`src/rtl/pulse_train_gen.sv`:
```
// Programmable pulse-train generator: one-shot, counted burst or continuous waveform with runtime high/low lengths.
// Outputs are registered one cycle after the decision; start/stop are level-sampled, no backpressure.
module pulse_train_gen #(
  parameter int CNT_W = 8
) (
  input  logic             clock,
  input  logic             reset,
  input  logic             start,
  input  logic             stop,
  input  logic [1:0]       mode,
  input  logic [CNT_W-1:0] high_len,
  input  logic [CNT_W-1:0] low_len,
  input  logic [CNT_W-1:0] pulse_cnt,
  output logic             signal,
  output logic             busy,
  output logic             done,
  output logic [CNT_W-1:0] pulse_num
);

  typedef enum logic [1:0] {S_IDLE, S_HIGH, S_LOW} state_t;

  localparam logic [CNT_W-1:0] ONE  = CNT_W'(1);
  localparam logic [CNT_W-1:0] ZERO = '0;

  state_t           r_state, w_state_nxt;
  logic [1:0]       r_mode;
  logic [CNT_W-1:0] r_high, r_low;
  logic [CNT_W-1:0] r_cnt, w_cnt_nxt;
  logic [CNT_W-1:0] r_rem, w_rem_nxt;
  logic [CNT_W-1:0] r_pulse_num, w_pn_nxt;
  logic             r_signal, r_busy, r_done;
  logic             w_done_nxt, w_load;
  logic [CNT_W-1:0] w_high_in, w_low_in, w_cnt_in;

  // Zero-length requests are promoted to one so every phase lasts at least a cycle.
  assign w_high_in = (high_len  == ZERO) ? ONE : high_len;
  assign w_low_in  = (low_len   == ZERO) ? ONE : low_len;
  assign w_cnt_in  = (pulse_cnt == ZERO) ? ONE : pulse_cnt;

  always_comb begin
    w_state_nxt = r_state;
    w_cnt_nxt   = r_cnt;
    w_rem_nxt   = r_rem;
    w_pn_nxt    = r_pulse_num;
    w_done_nxt  = 1'b0;
    w_load      = 1'b0;
    case (r_state)
      S_IDLE: begin
        if (start && !stop) begin
          w_load      = 1'b1;
          w_state_nxt = S_HIGH;
          w_cnt_nxt   = w_high_in;
          w_rem_nxt   = w_cnt_in;
          w_pn_nxt    = ONE;
        end
      end
      S_HIGH: begin
        if (stop) begin
          w_state_nxt = S_IDLE;
          w_cnt_nxt   = ZERO;
          w_done_nxt  = 1'b1;
        end else if (r_cnt <= ONE) begin
          w_state_nxt = S_LOW;
          w_cnt_nxt   = r_low;
        end else begin
          w_cnt_nxt = r_cnt - ONE;
        end
      end
      S_LOW: begin
        if (stop) begin
          w_state_nxt = S_IDLE;
          w_cnt_nxt   = ZERO;
          w_done_nxt  = 1'b1;
        end else if (r_cnt <= ONE) begin
          // End of a period: the latched mode decides whether another pulse follows.
          case (r_mode)
            2'd1: begin
              if (r_rem <= ONE) begin
                w_state_nxt = S_IDLE;
                w_cnt_nxt   = ZERO;
                w_rem_nxt   = ZERO;
                w_done_nxt  = 1'b1;
              end else begin
                w_state_nxt = S_HIGH;
                w_cnt_nxt   = r_high;
                w_rem_nxt   = r_rem - ONE;
                w_pn_nxt    = r_pulse_num + ONE;
              end
            end
            2'd2: begin
              w_state_nxt = S_HIGH;
              w_cnt_nxt   = r_high;
              w_pn_nxt    = r_pulse_num + ONE;
            end
            default: begin
              w_state_nxt = S_IDLE;
              w_cnt_nxt   = ZERO;
              w_done_nxt  = 1'b1;
            end
          endcase
        end else begin
          w_cnt_nxt = r_cnt - ONE;
        end
      end
      default: begin
        w_state_nxt = S_IDLE;
        w_cnt_nxt   = ZERO;
      end
    endcase
  end

  always_ff @(posedge clock) begin
    if (!reset) begin
      r_state     <= S_IDLE;
      r_mode      <= 2'd0;
      r_high      <= ZERO;
      r_low       <= ZERO;
      r_cnt       <= ZERO;
      r_rem       <= ZERO;
      r_pulse_num <= ZERO;
      r_signal    <= 1'b0;
      r_busy      <= 1'b0;
      r_done      <= 1'b0;
    end else begin
      r_state     <= w_state_nxt;
      r_cnt       <= w_cnt_nxt;
      r_rem       <= w_rem_nxt;
      r_pulse_num <= w_pn_nxt;
      r_signal    <= (w_state_nxt == S_HIGH);
      r_busy      <= (w_state_nxt != S_IDLE);
      r_done      <= w_done_nxt;
      if (w_load) begin
        r_mode <= mode;
        r_high <= w_high_in;
        r_low  <= w_low_in;
      end
    end
  end

  assign signal    = r_signal;
  assign busy      = r_busy;
  assign done      = r_done;
  assign pulse_num = r_pulse_num;

endmodule

```
`config.mk`:
```
export PLATFORM = sky130hd
export DESIGN_NAME = pulse_train_gen
export DESIGN_NICKNAME = d
export VERILOG_FILES = /design/src/rtl/pulse_train_gen.sv
export SDC_FILE = /design/constraint.sdc
export NUM_CORES = 1
export LEC_CHECK = 0
export ABC_AREA = 1
export CAP_MARGIN = 20
export CELL_PAD_IN_SITES_DETAIL_PLACEMENT = 1
export CELL_PAD_IN_SITES_GLOBAL_PLACEMENT = 1
export CORE_AREA = 4 4 78 109
export CTS_CLUSTER_SIZE = 8
export DETAILED_ROUTE_END_ITERATION = 8
export DIE_AREA = 0 0 82 113
export PLACE_DENSITY = 0.85
export SYNTH_ARGS = -nofsm -noshare
export SYNTH_HDL_FRONTEND = slang
export SYNTH_SLANG_ARGS = --single-unit
```
`constraint.sdc`:
```
create_clock -name clock -period 2.1 [get_ports clock]
set_input_delay 0.315 -clock clock [delete_from_list [all_inputs] [get_ports clock]]
set_output_delay 0.315 -clock clock [all_outputs]
set_load 0.005 [all_outputs]
```
==> results.ini, run 1 <==
[sta]
whs_ns=0.464
setup_viol=0
worst_pin_slew_ns=0.375

[critical_path]
worst_ep_required_time_ns=2.35
reg2reg_from=r_rem[0]
r2r_setup_slack_ns=0.13
cp.arrival_ns=2.22
crit_fanout=7
cp-end-kind=flop
critPathLaunchType=flop

[power_and_ir_drop]
ir_worst_vdd_uv=444
power_density_nw_per_um2=668

[synth]
ys.warnings.count=0
synth_stat.cells=416
ys_area_sq_um=2870
synth_area_sq_um=2870
avgSynthCellArea_sq_um=6.91

[placement]
dp.cells=559
hpwlAfterDp_um=6960
dpl_cell_area_sq_um=3460
portBuffers=40

[finish]
syn_to_final_growth_pct=25.0
comb_area_sq_um=1670
layout-drive-gt1-share=0.143
instances_no_fill=567
fin_nets=507
final_common_cell=nand2_1
mostFrequentLayoutCells=nand2_1 (103), dfxtp_1 (47), inv_1 (45), a21oi_1 (41), clkdlybuf4s50_1 (40)
regArea_sq_um=941
fillers=984
n_antenna_cell=0

[drt]
vias=2952
drc_errors=0
finalWirelength_um=8730
vias_per_cell=5.21
dr.pass1.iters=4
wl_per_cell_um=15.4

[floorplan]
ios=41
die_area_sq_um=9270
fp.dieW_um=82

[grt]
grt_pass1_wl_um=14600
overflow=0
grt_max_degree=26
grt_pass1_vias=3157

[clock_tree]
cts-resized-gates=0
clockBufferDepth=2
clk_pin_slew_ns=0.10
hold_buffers=0
post-cts-setup-buffers=0
cts.htree.levels=2
cts_buffers=5
clk_latency_ns=0.32
cts_tree=built

[hold_path]
hold_depth=2
hp-class=reg2reg

[outcome]
status=complete, no violations

[job]
drv_cap=0

==> run 1: critical path, stage by stage (launching register included) <==
cell and delay (ns):
dfxtp_1 0.37, inv_1 0.10, ha_1 0.25, nor2_1 0.14, nor2_1 0.07, nand2_1 0.09
nand2_1 0.10, nand2_2 0.14, nand2_1 0.15, o21ai_2 0.19, nand2_1 0.08, nand2_1 0.08
nand2_1 0.05, a21oi_1 0.11
==> run 1: metal layers <==
layer  GRT usage  routed length (um)  vias up
met2       0.383                4890       53
met1       0.213                3360     1429
li1            -                   -     1453
met4      0.0909                 276        0
met5           0                   0        -
met3      0.0287                 205       17
==> run 1: cell usage after synthesis <==
| cell | n | share of area |
|---|---|---|
| xnor2_1 | 3 | 0.0091 |
| o21ai_1 | 16 | 0.028 |
| nand2_1 | 103 | 0.13 |
| nand2_8 | 1 | 0.0070 |
| a21oi_2 | 4 | 0.012 |
| clkinv_1 | 1 | 0.0013 |
| nor4_1 | 4 | 0.0087 |
| inv_2 | 6 | 0.0078 |
| o22ai_1 | 6 | 0.013 |
| nor2_1 | 33 | 0.043 |
| nor2_4 | 7 | 0.027 |
| nor2_2 | 3 | 0.0065 |
| nor3_1 | 3 | 0.0052 |
| nand3_1 | 18 | 0.031 |
| o21ai_0 | 13 | 0.023 |
| clkbuf_1 | 7 | 0.0091 |
| xor2_1 | 4 | 0.012 |
| nand3_2 | 2 | 0.0070 |
| nor2_8 | 1 | 0.0070 |
| nand2_2 | 4 | 0.0087 |
| nand2_4 | 2 | 0.0078 |
| o21ai_2 | 2 | 0.0061 |
| a32oi_1 | 2 | 0.0061 |
| buf_2 | 4 | 0.0070 |
| inv_6 | 2 | 0.0061 |
| ha_1 | 11 | 0.048 |
| nand4_1 | 11 | 0.024 |
| o21ai_4 | 2 | 0.011 |
| a211oi_2 | 2 | 0.0087 |
| inv_1 | 45 | 0.059 |
| inv_4 | 2 | 0.0044 |
| a31oi_1 | 2 | 0.0044 |
| a21o_1 | 1 | 0.0026 |
| dfxtp_1 | 47 | 0.33 |
| a21oi_1 | 41 | 0.071 |
| nor3b_2 | 1 | 0.0044 |
==> run 1: power breakdown <==
| part | total, mW | internal [mW] | leakage, nW | switching [mW] |
|---|---|---|---|---|
| clock network | 0.730 | 0.392 | 0.0618 | 0.338 |
| registers | 0.993 | 0.949 | 0.385 | 0.0446 |
| logic | 0.676 | 0.261 | 1.08 | 0.416 |
| total | 2.40 | 1.60 | 1.52 | 0.798 |
==> run 1: logic make-up after synthesis <==
family / synth area share
adder cells (fa/ha/maj): 0.0479
AND-OR/OR-AND: 0.186
flip-flops: 0.327
buffers and inverters: 0.0945
XOR/XNOR: 0.0213
AND/OR/NAND/NOR: 0.323
==> run 1: final cells by class <==
type | count | area share
Multi-Input combinational cell | 302 | 0.466
Sequential cell | 47 | 0.262
Timing Repair Buffer | 54 | 0.141
Inverter | 56 | 0.0627
Tap cell | 100 | 0.0348
Clock buffer | 6 | 0.0230
Clock inverter | 2 | 0.0108
==> run 1: sequential cells by signal, summed over array words and instances (netlist names) <==
signal	cells
r_cnt	8
busy	1
r_state	2
r_rem	8
r_mode	2
signal	1
done	1
r_low	8
pulse_num	8
r_high	8
### M4 wires, run 1

Drawn at 4 px/um. Supply wires on this layer in grey.
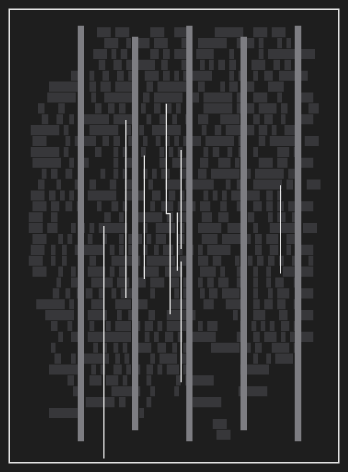
longest straight run	57.8 um
main direction	vertical
nets with wire on the layer	8
share of all routed wire	3.2%
wire length on this layer	276 um

### The clock network, run 1

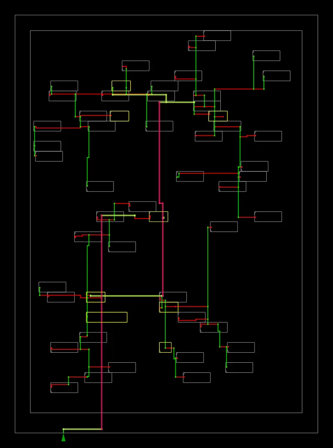
# clock sinks: 47
Fin Clk Skew: 0.0146 ns
clock buffer count: 6

### Power grid, run 1

Drawn at 3 px/um. Pins as bars on the die edge. Tap cells in grey.
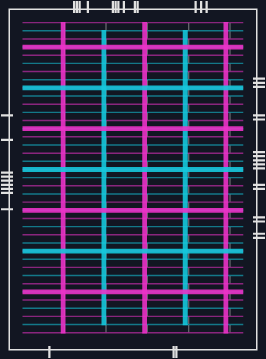
colour	net
cyan	VDD
magenta	VSS
met4 straps	5
signal pins	41
met1 rails	39

### Wiring by layer, run 1

Drawn at 4 px/um.
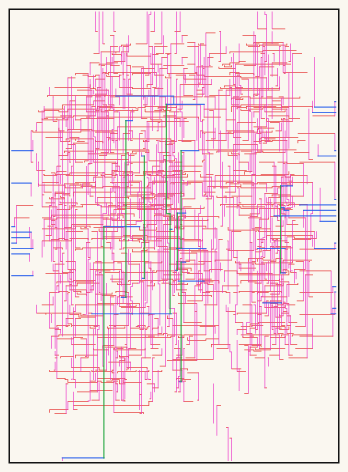
colour	layer	wire length
magenta	met2	4890 um
red	met1	3360 um
green	met4	276 um
blue	met3	206 um

==> run 2, diff against run 1 <==
--- a/config.mk
+++ b/config.mk
@@ -9,10 +9,11 @@
 export CAP_MARGIN = 20
 export CELL_PAD_IN_SITES_DETAIL_PLACEMENT = 1
 export CELL_PAD_IN_SITES_GLOBAL_PLACEMENT = 1
-export CORE_AREA = 4 4 78 109
+export CORE_AREA = 2 2 76 107
 export CTS_CLUSTER_SIZE = 8
 export DETAILED_ROUTE_END_ITERATION = 8
-export DIE_AREA = 0 0 82 113
+export DIE_AREA = 0 0 78 109
+export HOLD_SLACK_MARGIN = 0.12
 export PLACE_DENSITY = 0.85
 export SYNTH_ARGS = -nofsm -noshare
 export SYNTH_HDL_FRONTEND = slang
### The clock network, run 2

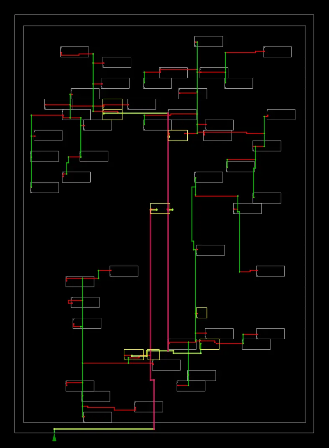
clk ins delay skew pair: 0.31 ns
Fin Clk Skew: 0.00893 ns
Power Clock: 611 uW

### M4 wires, run 2

Drawn at 4 px/um. Supply wires on this layer in grey.
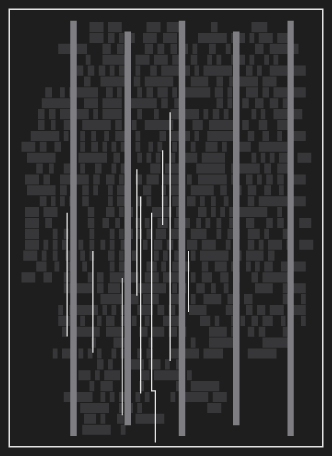
nets with wire on the layer	9
wire length on this layer	323 um

==> run 2 against run 1 <==
  * Via count grew 0.20%
  * Wire length is essentially flat
  * Non-clock buffer count is 1 lower
  * Cell area decreased by 1.1%
  * Cell count down 0.18%
  * Clock-buffer cell count did not move
  * Sequential power hardly changed
  * Synthesized area unchanged
  * Utilization is 0.53 points lower
  * Clock power shrank 16%
  * Fmax increased by 0.82%
  * Highest routed layer unchanged
==> results.ini, run 2 <==
[critical_path]
r2r_setup_slack_ns=0.15  ; +0.02 ns
critPathLaunchType=flop
crit_path_cell_trace=inv_1, ha_1, o21ai_1, nor2_4, o21ai_4, inv_6, o21ai_4, inv_4, o21ai_1, a21oi_1
worst_ep_required_time_ns=2.31  ; -0.04 ns
cp-end-kind=flop
cp.buffers_inverters=3  ; +2

[power_and_ir_drop]
netSwitchingFraction=0.355  ; +0.0219
p_comb_frac=0.298  ; +0.016
power_frac_seq=0.435  ; +0.021
internal_power_mw=1.48  ; -7.7%

[finish]
layout-drive-gt1-share=0.135  ; -0.00828
syn_to_final_growth_pct=23.6
fin_nets=506  ; -0.20%

[synth]
common_cells=nand2_1 (103), dfxtp_1 (47), inv_1 (45), a21oi_1 (41), nor2_1 (33)
ff_type=dfxtp_1
ys.warnings.count=0  ; unchanged
area_leaders=dfxtp_1 (33%), nand2_1 (13%), a21oi_1 (7.1%)
synth_area_sq_um=2870  ; unchanged

[grt]
grt_max_degree=22  ; -15%
grt_pass1_wl_um=14200  ; -2.6%
grt_pass1_vias=3071  ; -2.7%
grtUsageMet2=0.415  ; +0.0324
grtUsageMet1=0.219  ; +0.00590

[clock_tree]
clock_sinks=47  ; unchanged
post-cts-setup-buffers=0  ; unchanged
cts.htree.levels=2  ; unchanged

[floorplan]
die_area_sq_um=8500  ; -8.2%

[drt]
drc_errors=0  ; unchanged
dr.pass1.iters=4  ; unchanged
finalWirelength_um=8740  ; about the same
wl_per_cell_um=15.4  ; +0.23%
vias_per_cell=5.23  ; +0.38%

[sta]
setup_viol=0  ; unchanged
worst_pin_slew_ns=0.469  ; +0.0933 ns

[hold_path]
hold_depth=2  ; unchanged
hp-class=reg2reg

[job]
drv_cap=0  ; unchanged

[placement]
portBuffers=40  ; unchanged

[outcome]
status=complete, no violations

[run 2: cell families (layout without fill, tap and decap cells)]
family	Yosys count	count (layout)	synth area share
AND/OR/NAND/NOR	193	193	0.323
AND-OR/OR-AND	91	91	0.186
flip-flops	47	47	0.327
adder cells (fa/ha/maj)	11	11	0.0479
buffers and inverters	67	117	0.0945
XOR/XNOR	7	7	0.0213
[run 2: what timing repair did]
item                       CTS  global route
gates resized                0             1
hold endpoints to repair     0             0
setup endpoints to repair    0             4
[run 2: cell type report]
type | count | area, sq um
clock buffer | 6 | 82.6
clock inverter | 2 | 16.3
fill | 1001 | 4060
inverter | 56 | 225
multi-input combinational | 302 | 1660
sequential | 47 | 941
tap | 100 | 125
timing repair buffer | 53 | 498
[run 2: worst max path at each step]
stage,from,endpoint,slack (ns),cells past startpoint
global route,r_rem[0],r_cnt[2],0.01,13
finish,r_state[0],r_rem[6],0.15,10
floorplan,r_state[0],pulse_num[5],0.40,13
global placement,stop,r_cnt[7],0.24,9
CTS,r_cnt[0],r_cnt[4],0.12,14
detailed placement,stop,r_rem[6],0.17,10
[run 2: layer usage]
metal	wire, um	vias up
li1	-	1456
met1	3350	1433
met2	4880	49
met3	193	20
met4	323	0
met5	0	-
[run 2: power groups by stage]
stage               Sequential (mW)  Combinational [mW]  Clock, mW
finish                        0.996               0.682      0.611
floorplan                      1.00               0.455          0
CTS                           0.996               0.685      0.622
detailed placement             1.02               0.679          0
global route                   1.00               0.754      0.662
global placement               1.01               0.652          0
[run 2: through the flow]
step           total power [mW]  instance area (sq um)  hold WS [ns]  cells  utilization
3_3_place_gp               1.66                   3450         0.456    558        0.454
2_1_floorplan              1.46                   2870         0.430    416            -
6_report                   2.29                   3550         0.473    566        0.467
3_5_place_dp               1.69                   3450         0.461    558        0.454
5_1_grt                    2.42                   3550         0.503    566        0.467
4_1_cts                    2.30                   3550         0.474    566        0.467
[run 2: tightest hold or removal path, cell delays in order (launching register included)]
cell	delay [ns]
dfxtp_1	0.32
nand2_1	0.06
a21oi_1	0.05
Power and IR drop assume default switching activity.
